### src/rtl/split_pkg.sv
// Shared definitions for the split constraint scanner: field widths,
// scan states and the one candidate packing used by checkers and benches.
package split_pkg;

   localparam int W11 = 4;
   localparam int W16 = 4;
   localparam int W27 = 7;
   localparam int CW  = W11 + W16 + W27;

   typedef enum logic [1:0] {
      ST_IDLE  = 2'd0,
      ST_SCAN  = 2'd1,
      ST_DRAIN = 2'd2,
      ST_DONE  = 2'd3
   } scan_state_e;

   function automatic logic [CW-1:0] pack_cand(input logic [W11-1:0] v11,
                                               input logic [W16-1:0] v16,
                                               input logic [W27-1:0] v27);
      return {v27, v16, v11};
   endfunction

   function automatic logic [W11-1:0] cand_v11(input logic [CW-1:0] c);
      return c[W11-1:0];
   endfunction

   function automatic logic [W16-1:0] cand_v16(input logic [CW-1:0] c);
      return c[W11 +: W16];
   endfunction

   function automatic logic [W27-1:0] cand_v27(input logic [CW-1:0] c);
      return c[W11+W16 +: W27];
   endfunction

endpackage

### src/rtl/split_sol_fifo.sv
// First-word fall-through solution buffer. The head entry and its valid flag
// are registered; full/empty come from registered occupancy, so a push is
// refused when full even if the head is popped in the same cycle.
module split_sol_fifo #(
   parameter int DW    = 15,
   parameter int DEPTH = 4
) (
   input  logic          clk,
   input  logic          rst_n,
   input  logic          flush,
   input  logic          push,
   input  logic [DW-1:0] push_data,
   input  logic          pop,
   output logic          full,
   output logic          empty,
   output logic          head_valid,
   output logic [DW-1:0] head_data
);
   localparam int AW = (DEPTH > 1) ? $clog2(DEPTH) : 1;

   logic [DW-1:0] mem_q [DEPTH];
   logic [AW-1:0] wr_ptr_q, wr_ptr_d;
   logic [AW-1:0] rd_ptr_q, rd_ptr_d;
   logic [AW:0]   count_q, count_d;
   logic          head_valid_q, head_valid_d;
   logic [DW-1:0] head_data_q, head_data_d;
   logic          do_push, do_pop;

   assign full       = (count_q == (AW+1)'(DEPTH));
   assign empty      = (count_q == '0);
   assign do_push    = push & ~full & ~flush;
   assign do_pop     = pop & head_valid_q & ~flush;
   assign head_valid = head_valid_q;
   assign head_data  = head_data_q;

   // Next pointers/occupancy; the head register bypasses a push into an empty buffer.
   always_comb begin
      wr_ptr_d = wr_ptr_q;
      rd_ptr_d = rd_ptr_q;
      count_d  = count_q;
      if (flush) begin
         wr_ptr_d = '0;
         rd_ptr_d = '0;
         count_d  = '0;
      end else begin
         if (do_push) wr_ptr_d = wr_ptr_q + AW'(1);
         if (do_pop)  rd_ptr_d = rd_ptr_q + AW'(1);
         count_d = count_q + (AW+1)'(do_push) - (AW+1)'(do_pop);
      end
      head_valid_d = (count_d != '0);
      if (do_push && (wr_ptr_q == rd_ptr_d)) head_data_d = push_data;
      else                                   head_data_d = mem_q[rd_ptr_d];
   end

   // Storage array holds data only, so it carries no reset.
   always_ff @(posedge clk) begin
      if (do_push) mem_q[wr_ptr_q] <= push_data;
   end

   // Pointer, occupancy and registered head state.
   always_ff @(posedge clk or negedge rst_n) begin
      if (!rst_n) begin
         wr_ptr_q     <= '0;
         rd_ptr_q     <= '0;
         count_q      <= '0;
         head_valid_q <= 1'b0;
         head_data_q  <= '0;
      end else begin
         wr_ptr_q     <= wr_ptr_d;
         rd_ptr_q     <= rd_ptr_d;
         count_q      <= count_d;
         head_valid_q <= head_valid_d;
         head_data_q  <= head_data_d;
      end
   end

endmodule

### src/rtl/split_cand_scan.sv
// Candidate scanner: walks every {var_27,var_16,var_11} assignment, one per
// cycle, buffers the ones the external checker accepts and streams them out.
module split_cand_scan #(
   parameter int W11        = split_pkg::W11,
   parameter int W16        = split_pkg::W16,
   parameter int W27        = split_pkg::W27,
   parameter int FIFO_DEPTH = 4,
   parameter int HIT_LIMIT  = 0
) (
   input  logic                   clk,
   input  logic                   rst_n,
   input  logic                   start,
   input  logic                   abort,
   output logic [W11-1:0]         cand_var_11,
   output logic [W16-1:0]         cand_var_16,
   output logic [W27-1:0]         cand_var_27,
   input  logic                   sat_in,
   output logic                   sol_valid,
   input  logic                   sol_ready,
   output logic [W11+W16+W27-1:0] sol_data,
   output logic [15:0]            hit_count,
   output logic                   busy,
   output logic                   done
);
   import split_pkg::*;

   localparam int CAND_W = W11 + W16 + W27;
   localparam logic [CAND_W-1:0] CNT_LAST = '1;

   scan_state_e       state_q, state_d;
   logic [CAND_W-1:0] cnt_q, cnt_d;
   logic [15:0]       hit_q, hit_d;
   logic              fifo_push, fifo_flush, fifo_full, fifo_empty;

   assign cand_var_11 = cnt_q[W11-1:0];
   assign cand_var_16 = cnt_q[W11 +: W16];
   assign cand_var_27 = cnt_q[W11+W16 +: W27];
   assign hit_count   = hit_q;
   assign busy        = (state_q == ST_SCAN) || (state_q == ST_DRAIN);
   assign done        = (state_q == ST_DONE);

   // Scan control: abort wins over everything; a stall holds cnt until the buffer frees.
   always_comb begin
      state_d    = state_q;
      cnt_d      = cnt_q;
      hit_d      = hit_q;
      fifo_push  = 1'b0;
      fifo_flush = 1'b0;
      if (abort) begin
         fifo_flush = 1'b1;
         state_d    = ST_IDLE;
      end else begin
         case (state_q)
            ST_IDLE, ST_DONE: begin
               if (start) begin
                  cnt_d   = '0;
                  hit_d   = '0;
                  state_d = ST_SCAN;
               end
            end
            ST_SCAN: begin
               if (!(sat_in && fifo_full)) begin
                  if (sat_in) begin
                     fifo_push = 1'b1;
                     if (hit_q != 16'hFFFF) hit_d = hit_q + 16'd1;
                     if ((HIT_LIMIT != 0) && (int'(hit_q) + 1 == HIT_LIMIT))
                        state_d = ST_DRAIN;
                  end
                  // The last candidate is not wrapped; cnt parks at all-ones.
                  if (cnt_q == CNT_LAST) state_d = ST_DRAIN;
                  else                   cnt_d   = cnt_q + CAND_W'(1);
               end
            end
            ST_DRAIN: begin
               if (fifo_empty) state_d = ST_DONE;
            end
            default: state_d = ST_IDLE;
         endcase
      end
   end

   // Scan state, candidate counter and hit counter.
   always_ff @(posedge clk or negedge rst_n) begin
      if (!rst_n) begin
         state_q <= ST_IDLE;
         cnt_q   <= '0;
         hit_q   <= '0;
      end else begin
         state_q <= state_d;
         cnt_q   <= cnt_d;
         hit_q   <= hit_d;
      end
   end

   split_sol_fifo #(
      .DW    (CAND_W),
      .DEPTH (FIFO_DEPTH)
   ) u_fifo (
      .clk        (clk),
      .rst_n      (rst_n),
      .flush      (fifo_flush),
      .push       (fifo_push),
      .push_data  (cnt_q),
      .pop        (sol_ready),
      .full       (fifo_full),
      .empty      (fifo_empty),
      .head_valid (sol_valid),
      .head_data  (sol_data)
   );

endmodule

### config.mk
export PLATFORM = sky130hd
export DESIGN_NAME = split_cand_scan
export DESIGN_NICKNAME = d
export VERILOG_FILES = /design/src/rtl/split_pkg.sv /design/src/rtl/split_sol_fifo.sv /design/src/rtl/split_cand_scan.sv
export SDC_FILE = /design/constraint.sdc
export NUM_CORES = 1
export LEC_CHECK = 0
export CAP_MARGIN = 20
export CELL_PAD_IN_SITES_DETAIL_PLACEMENT = 0
export CELL_PAD_IN_SITES_GLOBAL_PLACEMENT = 1
export CORE_MARGIN = 1.5
export CORE_UTILIZATION = 25
export DETAILED_ROUTE_END_ITERATION = 10
export PLACE_DENSITY_LB_ADDON = 0.12
export SLEW_MARGIN = 5
export SYNTH_ARGS = -nofsm -noshare
export SYNTH_HDL_FRONTEND = slang
export SYNTH_SLANG_ARGS = --single-unit
export TNS_END_PERCENT = 5
### constraint.sdc
create_clock -name clk -period 2.55 [get_ports clk]
set_clock_uncertainty 0.05 [all_clocks]
set_input_delay 0.3825 -clock clk [delete_from_list [all_inputs] [get_ports clk]]
set_output_delay 0.3825 -clock clk [all_outputs]
set_load 0.02 [all_outputs]
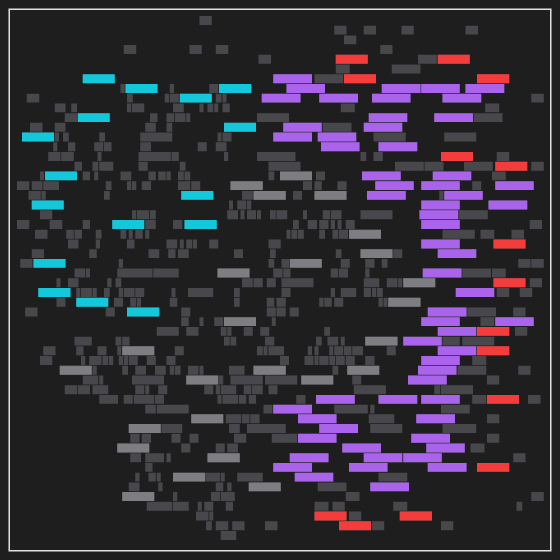
(where the registers sit)
Other sequential cells in the stronger gray, the rest of the logic in the fainter gray.
`u_fifo.mem_q`: in purple, placed flops 60. `u_fifo.head_data`: in red, placed flops 15. `hit_count`: in cyan, placed flops 16.
final core occ: 33.7%
FF/Latch Area: 0.00320 mm^2

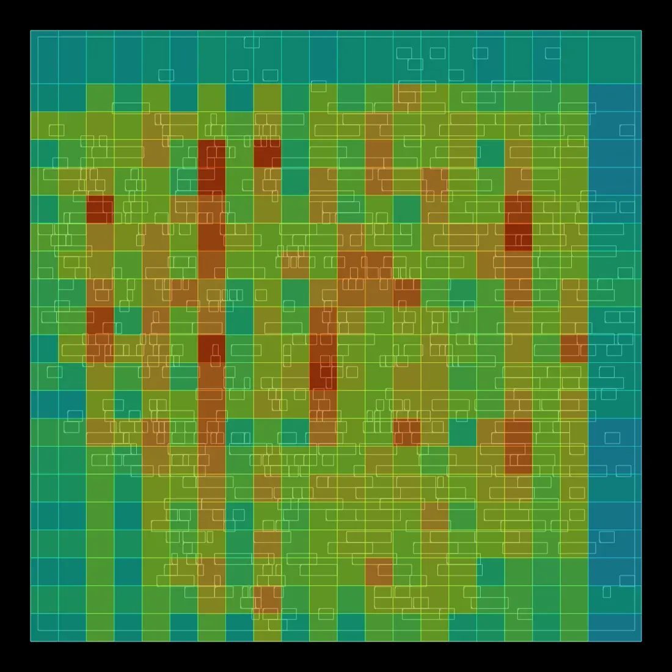
(routing congestion map)
DR WL/cell: 17.4 um
M3 GR Usage: 3.98%
layer with the highest usage: met2

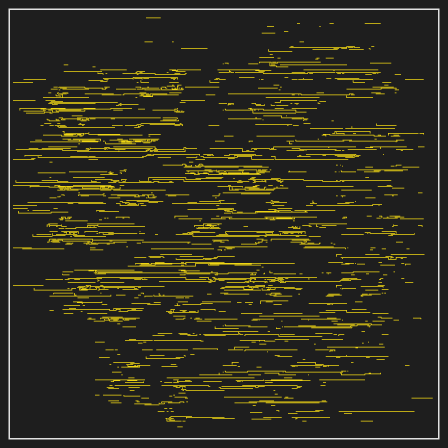
(met1 routing)
The longest straight run is 42.3 um. The layer holds 47% of the routed length.
total via count after detailed routing: 3791
global-route met1 utilization: 17.5%
Detailed Route WL: 14200 um

==> flow.log <==
[flow] final metrics
[metrics] data required time of the critical path: 2790 ps
[metrics] result of the run: completed
[metrics] clock tree sinks: 116
[metrics] first-pass GRT wire length: 22700 um
[metrics] total power after layout: 6850 uW
[metrics] Pwr Density: 938 mW/mm^2
[metrics] Hold Slack: 480 ps
[metrics] leading cell category by total area: sequential cells
[metrics] net count of the finished layout: 543
[metrics] length of routed wiring on met1: 6650 um
[metrics] basic-gate share of the synthesized area counting and, or, nand and nor cells: 14.2%
[metrics] clock tree from TritonCTS: done
[metrics] Synth Instances: 418
[metrics] area taken by multi-input logic gates: 0.00212 mm^2
[metrics] Avg Synthesized Cell Area: 13.1 um^2
[metrics] die outline width: 151 um
[metrics] max_slew headroom: 56.3%
[metrics] Seq area share: 43.9%
[metrics] Crit-path slowest cell: sky130_fd_sc_hd__fa_1
[metrics] buffer levels on the longest clock path: 2
[metrics] multi-input combinational gate total: 267
[metrics] share of the synthesized netlist area taken by xor and xnor gates: 1.44%
[metrics] launch point of the worst path: state_q[1]
[metrics] highest layer used for signal routing: met4
[metrics] Arr. time, crit path: 2680 ps
[metrics] async set-reset flop share out of synthesis: 48.3%
[metrics] pre-CTS worst setup slack: -247 ps
[metrics] post-place instance area: 0.00669 mm^2
[metrics] Finished Cell Area: 0.00730 mm^2
[metrics] setup violation total in the final timing report: 0
[metrics] CTS H-tree lvls: 4
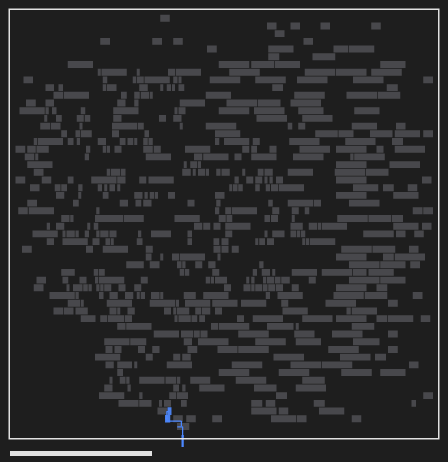
(wires at chosen ports, followed through buffers)
The bar under the picture is 50 um long.
`sol_ready`: in blue, direction input, end cells 2, buffers 1, wire 16.5 um.
number of I/O pins: 55
count of input and output buffers: 54

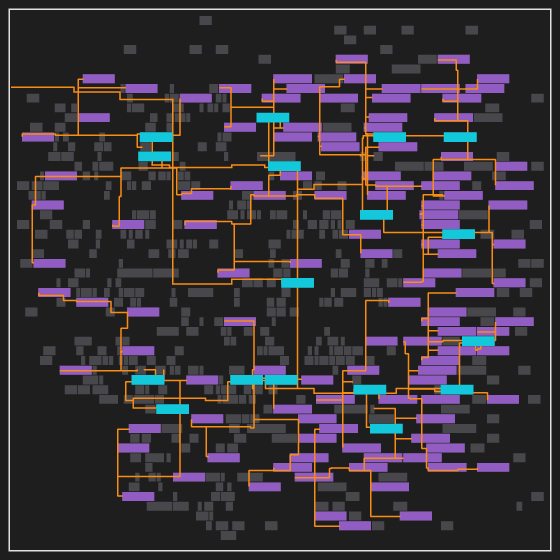
(routed clock nets over the placement)
clock wires: in orange, length 1880 um. clock-net drivers: in cyan, count 17. flip-flops: in purple, count 116.
There are 18 routed clock nets. Position of the flops: widely spread.
clk_lat worst skew: 420 ps
power in the clock group: 2350 uW
clock share of power: 34.2%

## power by group
| group | internal (uW) | leakage (uW) | switching (uW) | total [uW] |
|---|---|---|---|---|
| clock network | 1460 | 0.000276 | 882 | 2350 |
| logic | 969 | 0.00120 | 1120 | 2090 |
| registers | 2240 | 0.00134 | 180 | 2420 |
| total | 4670 | 0.00281 | 2180 | 6850 |
## registers in the layout (all words and copies together) (netlist names)
signal             cells
u_fifo.mem_q          60
hit_count             16
cnt_q                 15
u_fifo.head_data      15
u_fifo.count_q         3
state_q                2
u_fifo.rd_ptr_q        2
u_fifo.wr_ptr_q        2
u_fifo.head_valid      1
## cell families (layout without fill, tap and decap cells)
logic type / count (synthesis) / after routing
compound gates: 66 / 66
xor+xnor: 9 / 9
fa+ha+maj: 12 / 12
buf+inv: 35 / 155
flops: 116 / 116
mux: 36 / 36
simple gates: 144 / 144
## critical path, delay by kind of cell (launching register included)
family / cells / cell delay [ps]
xor+xnor: 2 / 350
fa+ha+maj: 3 / 780
buf+inv: 3 / 190
flops: 1 / 370
simple gates: 3 / 570
## path summary, 6_finish.rpt
path / to / slack (ps) / cells past startpoint
min reg2reg: hit_count[8] / 520 / 1
max reg2reg: u_fifo.head_valid / 110 / 11
max: u_fifo.head_valid / 110 / 11
max in group asynchronous: u_fifo.wr_ptr_q[0] / 1290 / 3
min in group clk: hit_count[8] / 520 / 1
min: u_fifo.head_data[3] / 480 / 2
## cell usage after synthesis, drive strengths merged, types with 11 or more instances
cell type  instances  area, um^2
mux4              15         345
edfxtp            60        1800
a21oi             16        83.8
inv               15        56.3
o31ai             11        82.6
nand3             15        80.1
nor2              28         105
ha                11         138
buf               16         116
mux2              17         199
dfrtp             56        1400
nand2             37         139
Power is estimated from default activity; no workload was simulated.
